### config.mk
export PLATFORM = sky130hd
export DESIGN_NAME = mult_accumulator
export DESIGN_NICKNAME = d
export VERILOG_FILES = /design/src/rtl/mult_accumulator.sv
export SDC_FILE = /design/constraint.sdc
export NUM_CORES = 1
export LEC_CHECK = 0
export ABC_AREA = 1
export CAP_MARGIN = 40
export CORE_MARGIN = 2
export CORE_UTILIZATION = 35
export CTS_CLUSTER_SIZE = 25
export DETAILED_ROUTE_END_ITERATION = 10
export GPL_ROUTABILITY_DRIVEN = 1
export GPL_TIMING_DRIVEN = 0
export HOLD_SLACK_MARGIN = 0.05
export PLACE_DENSITY = 0.52
export SETUP_SLACK_MARGIN = 0.15
export SLEW_MARGIN = 10
export SYNTH_ARGS = -nofsm -noshare
export SYNTH_HDL_FRONTEND = slang
export SYNTH_SLANG_ARGS = --single-unit
### constraint.sdc
create_clock -name clk -period 4.01 [get_ports clk]
set_input_delay 0.802 -clock clk [delete_from_list [all_inputs] [get_ports clk]]
set_output_delay 0.802 -clock clk [all_outputs]
set_load 0.02 [all_outputs]
### src/rtl/mult_accumulator.sv
// Block accumulator for a pipelined multiplier: sums BLOCK_LEN products per word into a small output FIFO.
// Optional feature: define MULT_ACC_SATURATE_EN for signed saturating adds with a per-word sat flag.
module mult_accumulator #(
  parameter int ACC_W      = 64,
  parameter int BLOCK_LEN  = 4,
  parameter int FIFO_DEPTH = 4
) (
  input  logic             clk,
  input  logic             rst,
  input  logic             valid_in,
  input  logic [63:0]      product,
  input  logic             clear,
  input  logic             sum_ready,
  output logic             sum_valid,
  output logic [ACC_W-1:0] sum,
  output logic             sum_sat,
  output logic             drop_err
);

  localparam int CNT_W = $clog2(BLOCK_LEN);
  localparam int PTR_W = $clog2(FIFO_DEPTH);

  logic signed [ACC_W-1:0] r_acc;
  logic [CNT_W-1:0]        r_cnt;
  logic                    r_blk_sat;
  logic [ACC_W:0]          r_mem [FIFO_DEPTH];
  logic [PTR_W-1:0]        r_wr_ptr;
  logic [PTR_W-1:0]        r_rd_ptr;
  logic [PTR_W:0]          r_count;
  logic                    r_drop_err;

  logic signed [ACC_W-1:0] w_ext;
  logic signed [ACC_W-1:0] w_base;
  logic signed [ACC_W-1:0] w_add;
  logic                    w_base_sat;
  logic                    w_add_sat;
  logic                    w_blk_sat;
  logic [CNT_W-1:0]        w_base_cnt;
  logic                    w_last;
  logic                    w_full;
  logic                    w_pop;
  logic                    w_push;
  logic                    w_drop;

  // clear acts before the add so a product arriving with clear starts a fresh block
  assign w_ext      = ACC_W'($signed(product));
  assign w_base     = clear ? '0 : r_acc;
  assign w_base_sat = clear ? 1'b0 : r_blk_sat;
  assign w_base_cnt = clear ? '0 : r_cnt;

`ifdef MULT_ACC_SATURATE_EN
  logic [ACC_W:0] w_wide;
  assign w_wide = {w_base[ACC_W-1], w_base} + {w_ext[ACC_W-1], w_ext};
  always_comb begin
    w_add_sat = w_wide[ACC_W] ^ w_wide[ACC_W-1];
    w_add     = w_wide[ACC_W-1:0];
    if (w_add_sat)
      w_add = w_wide[ACC_W] ? {1'b1, {(ACC_W-1){1'b0}}} : {1'b0, {(ACC_W-1){1'b1}}};
  end
`else
  assign w_add     = w_base + w_ext;
  assign w_add_sat = 1'b0;
`endif

  assign w_blk_sat = w_base_sat | w_add_sat;
  assign w_last    = valid_in && (w_base_cnt == CNT_W'(BLOCK_LEN - 1));
  assign w_full    = (r_count == (PTR_W + 1)'(FIFO_DEPTH));
  assign w_pop     = sum_valid && sum_ready;
  assign w_push    = w_last && (!w_full || w_pop);
  assign w_drop    = w_last && w_full && !w_pop;

  always_ff @(posedge clk or negedge rst) begin
    if (!rst) begin
      r_acc     <= '0;
      r_cnt     <= '0;
      r_blk_sat <= 1'b0;
    end else if (valid_in) begin
      if (w_last) begin
        r_acc     <= '0;
        r_cnt     <= '0;
        r_blk_sat <= 1'b0;
      end else begin
        r_acc     <= w_add;
        r_cnt     <= w_base_cnt + 1'b1;
        r_blk_sat <= w_blk_sat;
      end
    end else if (clear) begin
      r_acc     <= '0;
      r_cnt     <= '0;
      r_blk_sat <= 1'b0;
    end
  end

  // storage needs no reset: the head is masked whenever the FIFO is empty
  always_ff @(posedge clk) begin
    if (w_push)
      r_mem[r_wr_ptr] <= {w_blk_sat, w_add};
  end

  always_ff @(posedge clk or negedge rst) begin
    if (!rst) begin
      r_wr_ptr   <= '0;
      r_rd_ptr   <= '0;
      r_count    <= '0;
      r_drop_err <= 1'b0;
    end else begin
      if (w_push)
        r_wr_ptr <= r_wr_ptr + 1'b1;
      if (w_pop)
        r_rd_ptr <= r_rd_ptr + 1'b1;
      if (w_push && !w_pop)
        r_count <= r_count + 1'b1;
      else if (!w_push && w_pop)
        r_count <= r_count - 1'b1;
      if (w_drop)
        r_drop_err <= 1'b1;
    end
  end

  assign sum_valid = (r_count != '0);
  assign sum       = sum_valid ? r_mem[r_rd_ptr][ACC_W-1:0] : '0;
  assign sum_sat   = sum_valid & r_mem[r_rd_ptr][ACC_W];
  assign drop_err  = r_drop_err;

endmodule

sizes.png
Drawn at 1.5 px/um.
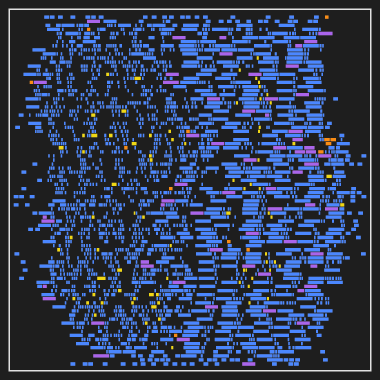
_2 cells -> yellow  # cells 76, share 2.8%
_6 and larger -> purple  # cells 61, share 2.2%, most used clkbuf_16
_0 and _1 cells -> blue  # cells 2,599, share 95%, most used nand2_1
_3 and _4 cells -> orange  # cells 13, share 0.47%
Area Growth Syn to Fin: 19.9%
post-route setup slack: 0.262 ns

layer_met1.png
Drawn at 2 px/um.
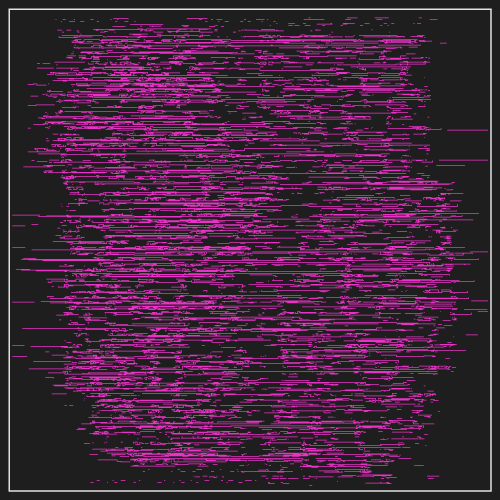
wire length on this layer = 29.9 mm
share of all routed wire = 47%
main direction = horizontal
nets with wire on the layer = 2,722

[worst min-delay path by stage]
stage                 to  cells past startpoint  startpoint
6_report       r_acc[59]                      1         rst
5_1_grt        r_acc[61]                      1         rst
4_1_cts        r_acc[59]                      1         rst
3_5_place_dp    drop_err                      1    drop_err
3_3_place_gp    drop_err                      1    drop_err
2_1_floorplan  r_acc[63]                      2   r_acc[63]
[registers in the layout, summed over array words and instances (netlist names)]
signal,flops
r_cnt,2
r_rd_ptr,2
drop_err,1
r_count,3
r_mem,260
r_blk_sat,1
r_acc,64
r_wr_ptr,2
[cell families (layout without fill, tap and decap cells)]
group,count (synthesis),count (layout)
compound gates,273,273
xor+xnor,37,37
fa+ha+maj,71,71
buf+inv,513,731
flops,335,335
mux,1,1
simple gates,1300,1301
[per-layer routing]
metal	vias to the layer above	wire, um	track usage, %
met5	-	0	0
met4	0	1890	7.25
met3	93	3120	2.72
met2	399	28900	35.9
met1	7689	29900	31.3
li1	8288	-	-
[cell usage in the layout, fill, tap and decap left out, drive strengths merged, types with 2 or more instances in the layout]
cell type,synthesis,final
a21oi,108,108
a22o,7,7
and2,33,33
buf,20,32
clkbuf,50,107
clkdlybuf4s50,0,134
clkinv,0,7
clkinvlp,0,3
dfrtp,75,75
edfxtp,260,260
fa,2,2
ha,69,69
inv,443,447
nand2,720,720
nand3,79,79
nand3b,11,11
nand4,2,2
nor2,432,433
nor3,16,16
nor4,3,3
o21ai,154,154
o21bai,2,2
or2,3,3
xnor2,18,18
xor2,19,19
[metrics by stage]
step	util [%]	TNS (ns)	worst slack (ns)	hold WS (ns)	total power, mW
after floorplan	-	0	0.0715	0.479	7.95
after CTS	42.4	0	0.151	0.196	14.2
after global placement	39.6	-883.44	-2.51	0.463	10.6
after global routing	42.4	0	0.107	0.213	14.9
after detailed placement	40.1	-199.06	-1.09	0.469	10.7
final	42.4	0	0.262	0.203	14.1
[power groups by stage]
stage	logic, mW	registers [mW]	clock network, mW
2_1_floorplan	3.65	4.30	0
3_3_place_gp	6.33	4.31	0
3_5_place_dp	6.41	4.32	0
4_1_cts	6.47	4.25	3.53
5_1_grt	7.03	4.27	3.65
6_report	6.43	4.25	3.43
[cell type report]
class | instances | share of cell area [%]
well taps | 748 | 4.00
flip-flops and latches | 335 | 41.4
plain buffers | 70 | 1.37
multi-input cells | 1683 | 34.0
clock inverters | 15 | 0.664
clock buffers | 57 | 4.63
repair buffers | 146 | 6.84
inverters | 443 | 7.11
[what timing repair did]
item	CTS	global route
cloned	1	0
gates resized	24	19
setup endpoints to repair	283	280
pin swaps	1	0
==> job_summary.md <==
### Yosys + OpenROAD results

| Metric | Value |
|---|---|
| Status | finished, final reports clean |
| Cells after Synth | 2,530 |
| Vias in the first global route | 15,966 |
| First-pass GRT wire length | 95,100 um |
| Net Count, Synth | 2,670 |
| Pin count of the biggest net entering global routing | 49 |
| Final ANT Viol Nets | 0 |
| DP HPWL | 49,600 um |
| Dominant kind of combinational cell | simple AND/OR/NAND/NOR gates |
| Max Freq | 0.267 GHz |
| GRT overflow | 0 |
| CP Capture Type | primary output |
| Post-Synth Simple-Gate Area | 26.9% |
| R2r startpoint | r_cnt[1] |
| Slew Viols, Final | 0 |
| Required @ worst endpoint | 3.21 ns |
| Layout cells sized above 1 | 5.46% |
| H-tree lvl count | 2 |
| RSZ-0062 raised after global routing | true |
| Footprint of the multi-input gates | 0.00794 sq mm |
| Worst Path Arrival | 2.95 ns |
| Final Hold Vio Count | 0 |
| Ports | 136 |
| Post-layout min period | 3.75 ns |
| Wirelength per Cell | 18.3 um |
| Main flop type | edfxtp_1 |
| CTS Sinks | 335 |
| Crit-path cells | clkbuf_2 -> buf_2 -> buf_2 -> nor2_1 -> nor2_1 -> o21ai_0 -> a21oi_1 -> clkdlybuf4s50_1 |
| Row count | 86 |
| Clock-pin transition on the worst setup and hold timing paths | 0.06 ns |
| Worst Path Max Fanout | 10 |
| YS warnings | 0 |
| Async SR Flop Fraction | 22.4% |
| Critical Path Sink | sum[35] |
| Die H | 240 um |
| Cell taking the most area after synthesis | edfxtp_1 |
| Fillers | 5,674 |
| Mux share | 0.0577% |
| PwrDens | 604 mW/mm^2 |
| Critical path depth | 8 |
| Number of enable flip-flop cells | 260 |
| Latency at later pin | 0.57 ns |
| Leak | 10.7 nW |
| Root buffer cell | clkbuf_16 |
| Setup crit start | r_rd_ptr[0] |
| Initial antenna violation count | 0 |
| Internal power | 8.36 mW |
| Dpl cell area | 0.0221 sq mm |
| CTS tree | built |
| Reg2Reg Depth | 8 |
| Synth Cell Area | 0.0195 sq mm |
| Ao+oa area frac | 7.19% |
| TritonCTS buffer count | 39 |
| Crit path launch type | flip-flop |
| Storage cell area | 0.00968 sq mm |
| Area leader share | 40.0% |
| Slew headroom | 45.2% |
| Post-Syn Area per Cell | 7.71 sq um |
| Setup Buffers After CTS | 0 |
| Flop pwr share | 30.1% |
| Critical Path Max Stage Delay | 0.68 ns |
| Hold buffer count at cts | 0 |
| # Cells Yosys | 2,530 |
| Fp_density | 35.4% |
| Seq share, synth | 49.6% |
| Worst Hold Class | input port to asynchronous set/reset pin |
| Max Cap Violations | 0 |
| Synth Area in XOR/XNOR | 1.66% |
| Commonest cells in the synthesized netlist | nand2_1 (704), inv_1 (441), nor2_1 (426) |
| Reg-to-Reg End | r_mem[1][6] |
| Drt drc | 0 |
| Synth flops | 335 |
| Yosys adder share | 4.63% |
| Layout Nets | 2,858 |
| Max VDD drop | 325 uV |
| Sw power | 5.76 mW |
| Clock network fraction of design power | 24.3% |
| DR vias | 16,469 |
| Flop2flop setup slack | 1.07 ns |
| Detailed Route Iter0 Violations | 1,212 |
| Total GRT Usage | 22.3% |
| Setup CP Type | flip-flop to primary output |
| Number of port buffers | 135 |
| Top Family by Delay on Critical Path | buffers and inverters |
| Gate power share | 45.6% |
| Final std cell area, no fill | 0.0234 sq mm |
| Biggest area cells | edfxtp_1 (40%), nand2_1 (14%), dfrtp_1 (9.6%) |
| Clk buf depth | 3 |
| Routability cong. | 0.977 |
| Count leader, synth | nand2_1 |
| Die width | 240 um |
| Final setup viols | 0 |
| Netlist cell types | 37 |
| Diode count | 0 |
| Routed vias/inst | 4.71 |
| Core ar. | 0.0551 sq mm |
| Switching share of power | 40.8% |
Power and IR drop assume default switching activity.
